`src/rtl/post_ops_unit.sv`:
```
// Accumulator post-processing: per-channel bias add, optional ReLU, rounding
// right shift and saturation to OUT_BITS, in a two-stage valid/ready pipeline.
module post_ops_unit #(
    parameter int ACC_W    = 32,
    parameter int OUT_BITS = 8,
    parameter int NUM_CH   = 16,
    parameter int BIAS_W   = 32,
    localparam int NW      = $clog2(NUM_CH + 1),
    localparam int AW      = (NUM_CH > 1) ? $clog2(NUM_CH) : 1
) (
    input  logic                       clk,
    input  logic                       rst_n,
    input  logic                       in_valid,
    output logic                       in_ready,
    input  logic                       in_last,
    input  logic signed [ACC_W-1:0]    in_data,
    output logic                       out_valid,
    input  logic                       out_ready,
    output logic                       out_last,
    output logic signed [OUT_BITS-1:0] out_data,
    input  logic [NW-1:0]              cfg_num_ch,
    input  logic [4:0]                 cfg_shift,
    input  logic                       cfg_relu_en,
    input  logic                       cfg_bypass,
    input  logic                       bias_wr_en,
    input  logic [AW-1:0]              bias_wr_addr,
    input  logic signed [BIAS_W-1:0]   bias_wr_data
);

    localparam int SW = ACC_W + 1;
    localparam int WW = ACC_W + 2;
    localparam logic signed [WW-1:0] SAT_MAX = {{(WW-OUT_BITS+1){1'b0}}, {(OUT_BITS-1){1'b1}}};
    localparam logic signed [WW-1:0] SAT_MIN = {{(WW-OUT_BITS+1){1'b1}}, {(OUT_BITS-1){1'b0}}};

    logic [AW-1:0]              ch_q, ch_d;
    logic signed [BIAS_W-1:0]   bias_q [NUM_CH];
    logic signed [BIAS_W-1:0]   bias_d [NUM_CH];
    logic                       s1_valid_q, s1_valid_d;
    logic signed [SW-1:0]       s1_sum_q, s1_sum_d;
    logic [4:0]                 s1_shift_q, s1_shift_d;
    logic                       s1_relu_q, s1_relu_d;
    logic                       s1_bypass_q, s1_bypass_d;
    logic                       s1_last_q, s1_last_d;
    logic                       out_valid_q, out_valid_d;
    logic signed [OUT_BITS-1:0] out_data_q, out_data_d;
    logic                       out_last_q, out_last_d;

    logic                       s2_adv, accept;
    logic [NW-1:0]              num_eff;
    logic signed [BIAS_W-1:0]   bias_sel;
    logic signed [SW-1:0]       in_ext, bias_ext;
    logic signed [WW-1:0]       val, rnd, rounded;
    logic signed [OUT_BITS-1:0] res;

    // Stage 1: channel tracking, bias add and config capture
    always_comb begin
        s2_adv   = !out_valid_q || out_ready;
        in_ready = !s1_valid_q || s2_adv;
        accept   = in_valid && in_ready;

        num_eff = cfg_num_ch;
        if (cfg_num_ch == '0)
            num_eff = NW'(1);
        else if (int'(cfg_num_ch) > NUM_CH)
            num_eff = NW'(NUM_CH);

        ch_d = ch_q;
        if (accept) begin
            if (in_last || (NW'(ch_q) + NW'(1) >= num_eff))
                ch_d = '0;
            else
                ch_d = ch_q + AW'(1);
        end

        bias_d = bias_q;
        if (bias_wr_en && (int'(bias_wr_addr) < NUM_CH))
            bias_d[bias_wr_addr] = bias_wr_data;

        bias_sel = bias_q[ch_q];
        bias_ext = {{(SW-BIAS_W){bias_sel[BIAS_W-1]}}, bias_sel};
        in_ext   = {in_data[ACC_W-1], in_data};

        s1_valid_d  = accept ? 1'b1 : (s2_adv ? 1'b0 : s1_valid_q);
        s1_sum_d    = s1_sum_q;
        s1_shift_d  = s1_shift_q;
        s1_relu_d   = s1_relu_q;
        s1_bypass_d = s1_bypass_q;
        s1_last_d   = s1_last_q;
        if (accept) begin
            // Bypass carries the raw accumulator so stage 2 only saturates it
            s1_sum_d    = cfg_bypass ? in_ext : in_ext + bias_ext;
            s1_shift_d  = cfg_shift;
            s1_relu_d   = cfg_relu_en;
            s1_bypass_d = cfg_bypass;
            s1_last_d   = in_last;
        end
    end

    // Stage 2: ReLU, round-half-up shift, saturate
    always_comb begin
        val     = {s1_sum_q[SW-1], s1_sum_q};
        rnd     = '0;
        rounded = val;
        if (!s1_bypass_q) begin
            if (s1_relu_q && val[WW-1])
                val = '0;
            if (s1_shift_q != 5'd0)
                rnd = WW'(1) <<< (s1_shift_q - 5'd1);
            rounded = (val + rnd) >>> s1_shift_q;
        end

        if (rounded > SAT_MAX)
            res = SAT_MAX[OUT_BITS-1:0];
        else if (rounded < SAT_MIN)
            res = SAT_MIN[OUT_BITS-1:0];
        else
            res = rounded[OUT_BITS-1:0];

        out_valid_d = s2_adv ? s1_valid_q : out_valid_q;
        out_data_d  = (s2_adv && s1_valid_q) ? res : out_data_q;
        out_last_d  = (s2_adv && s1_valid_q) ? s1_last_q : out_last_q;
    end

    always_ff @(posedge clk or negedge rst_n) begin
        if (!rst_n) begin
            ch_q        <= '0;
            s1_valid_q  <= 1'b0;
            s1_sum_q    <= '0;
            s1_shift_q  <= '0;
            s1_relu_q   <= 1'b0;
            s1_bypass_q <= 1'b0;
            s1_last_q   <= 1'b0;
            out_valid_q <= 1'b0;
            out_data_q  <= '0;
            out_last_q  <= 1'b0;
            for (int i = 0; i < NUM_CH; i++)
                bias_q[i] <= '0;
        end else begin
            ch_q        <= ch_d;
            s1_valid_q  <= s1_valid_d;
            s1_sum_q    <= s1_sum_d;
            s1_shift_q  <= s1_shift_d;
            s1_relu_q   <= s1_relu_d;
            s1_bypass_q <= s1_bypass_d;
            s1_last_q   <= s1_last_d;
            out_valid_q <= out_valid_d;
            out_data_q  <= out_data_d;
            out_last_q  <= out_last_d;
            bias_q      <= bias_d;
        end
    end

    assign out_valid = out_valid_q;
    assign out_data  = out_data_q;
    assign out_last  = out_last_q;

endmodule

```
`config.mk`:
```
export PLATFORM = sky130hd
export DESIGN_NAME = post_ops_unit
export DESIGN_NICKNAME = d
export VERILOG_FILES = /design/src/rtl/post_ops_unit.sv
export SDC_FILE = /design/constraint.sdc
export NUM_CORES = 1
export LEC_CHECK = 0
export ABC_CLOCK_PERIOD_IN_PS = 7700
export CAP_MARGIN = 40
export CORE_ASPECT_RATIO = 0.5
export CORE_UTILIZATION = 62
export DETAILED_ROUTE_END_ITERATION = 6
export GPL_ROUTABILITY_DRIVEN = 1
export GPL_TIMING_DRIVEN = 0
export PLACE_DENSITY = 0.8
export SYNTH_ARGS = -nofsm -noshare
export SYNTH_HDL_FRONTEND = slang
export SYNTH_SLANG_ARGS = --single-unit
```
`constraint.sdc`:
```
create_clock -name clk -period 7.7 [get_ports clk]
set_clock_uncertainty 0.05 [all_clocks]
set_input_delay 0.77 -clock clk [delete_from_list [all_inputs] [get_ports clk]]
set_output_delay 0.77 -clock clk [all_outputs]
set_load 0.1 [all_outputs]
```
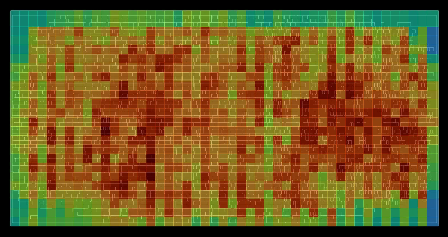
Figure 1: congestion heat map.
met1 Track Usage GR: 0.487
peak-usage layer in the global routing report: met2

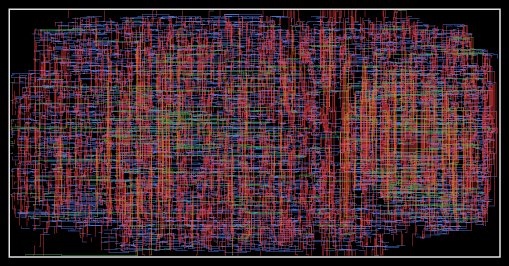
Figure 2: wiring by layer.
(1.5 px per micron)
colour	layer	wire length
red	met2	46.1 mm
orange	met4	4840 microns
green	met3	7540 microns
blue	met1	39.3 mm

==> run_summary.xml <==
<?xml version="1.0" encoding="UTF-8"?>
<metrics>
  <group name="sta">
    <metric name="timing.final.setup_violations" unit="">0</metric>
    <metric name="finalHoldWorstSlack" unit="ns">0.153</metric>
    <metric name="postLayoutSetupSlackWorst" unit="ns">0.321</metric>
  </group>
  <group name="place">
    <metric name="dpl_worst_slack" unit="ns">-0.202</metric>
  </group>
  <group name="status">
    <metric name="run_status" unit="">complete, no violations</metric>
  </group>
  <group name="synthesis">
    <metric name="post_synthesis_register_bit_count" unit="">568</metric>
    <metric name="synthesis.nets" unit="">2855</metric>
    <metric name="yosys.cell_types.count" unit="">98</metric>
    <metric name="post_synth_main_logic_family" unit="">multiplexers</metric>
    <metric name="post_synth_most_frequent_cells" unit="">568 x sky130_fd_sc_hd__dfrtp_1, 521 x sky130_fd_sc_hd__mux2_2, 168 x sky130_fd_sc_hd__mux4_2</metric>
    <metric name="xor_area_frac" unit="">0.0118</metric>
  </group>
  <group name="critical_path">
    <metric name="worst_setup_path_start_kind" unit="">flip-flop</metric>
    <metric name="cpPeakStageDelay" unit="ns">0.63</metric>
    <metric name="worst_path_max_delay_cell" unit="">sky130_fd_sc_hd__a2111oi_4</metric>
    <metric name="r2r_cells" unit="">21</metric>
  </group>
  <group name="pwr">
    <metric name="part_of_the_total_power_dissipated_in_sequential_elements" unit="">0.379</metric>
    <metric name="power.ir.vdd_worst" unit="V">0.000198</metric>
    <metric name="cell_int_power" unit="mW">6.98</metric>
  </group>
  <group name="drt">
    <metric name="route.detailed.vias_per_inst" unit="">6.78</metric>
    <metric name="dr.first_iter.drc_count" unit="">2366</metric>
  </group>
  <group name="grt">
    <metric name="grt_use_met2" unit="">0.596</metric>
    <metric name="first_pass_grt_wire_length" unit="microns">149000</metric>
    <metric name="grt_residual_overflow" unit="">0</metric>
  </group>
  <group name="clock_tree">
    <metric name="cts_tree" unit="">done</metric>
    <metric name="cts_repair_resize_count" unit="">2</metric>
  </group>
  <group name="hold_path">
    <metric name="hold_path.class" unit="">in -&gt; async</metric>
  </group>
  <group name="cells_and_area">
    <metric name="layout.cells.non_filler" unit="">3621</metric>
    <metric name="fin_area" unit="sq mm">0.0366</metric>
    <metric name="largest_register_ffs" unit="">512</metric>
    <metric name="n_fill_cell" unit="">3409</metric>
    <metric name="layout.core_utilization" unit="">0.717</metric>
  </group>
  <group name="floorplanning">
    <metric name="die_w" unit="microns">326</metric>
    <metric name="design.portCount" unit="">97</metric>
  </group>
  <group name="flow_run">
    <metric name="warning_count" unit="">38</metric>
    <metric name="drv.max_cap_violation_count" unit="">0</metric>
  </group>
</metrics>
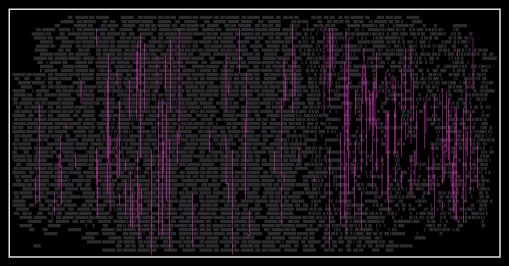
Figure 3: M4 wires.
(1.5 px per micron) Cells faint in the background.
share of all routed wire	5.0%
longest straight run	104 microns
wire length on this layer	4840 microns

-- placed cells by master, fill, tap and decap left out, drive strengths merged, types with 28 or more instances in the layout --
cell type,Yosys,routed
a21oi,112,112
and2,54,54
mux4,168,168
a211oi,29,29
clkdlybuf4s50,0,95
nand3,36,36
nor2,149,149
buf,58,100
o21ai,114,114
dfrtp,568,568
ha,70,70
mux2,521,521
clkbuf,154,227
nor3,40,40
mux2i,28,28
nand2,144,144
inv,28,30
-- layout make-up --
cell class	instances	area, sq um	share of cell area
inverters	30	113	0.00308
clock buffers	69	1360	0.0372
flip-flops and latches	568	14200	0.389
diodes	4	10.0	0.000274
clock inverters	20	145	0.00397
multi-input cells	1887	17400	0.476
repair buffers	141	1590	0.0436
plain buffers	212	851	0.0233
well taps	690	863	0.0236
Power figures rest on the tool's default switching activity, not on a simulated workload.
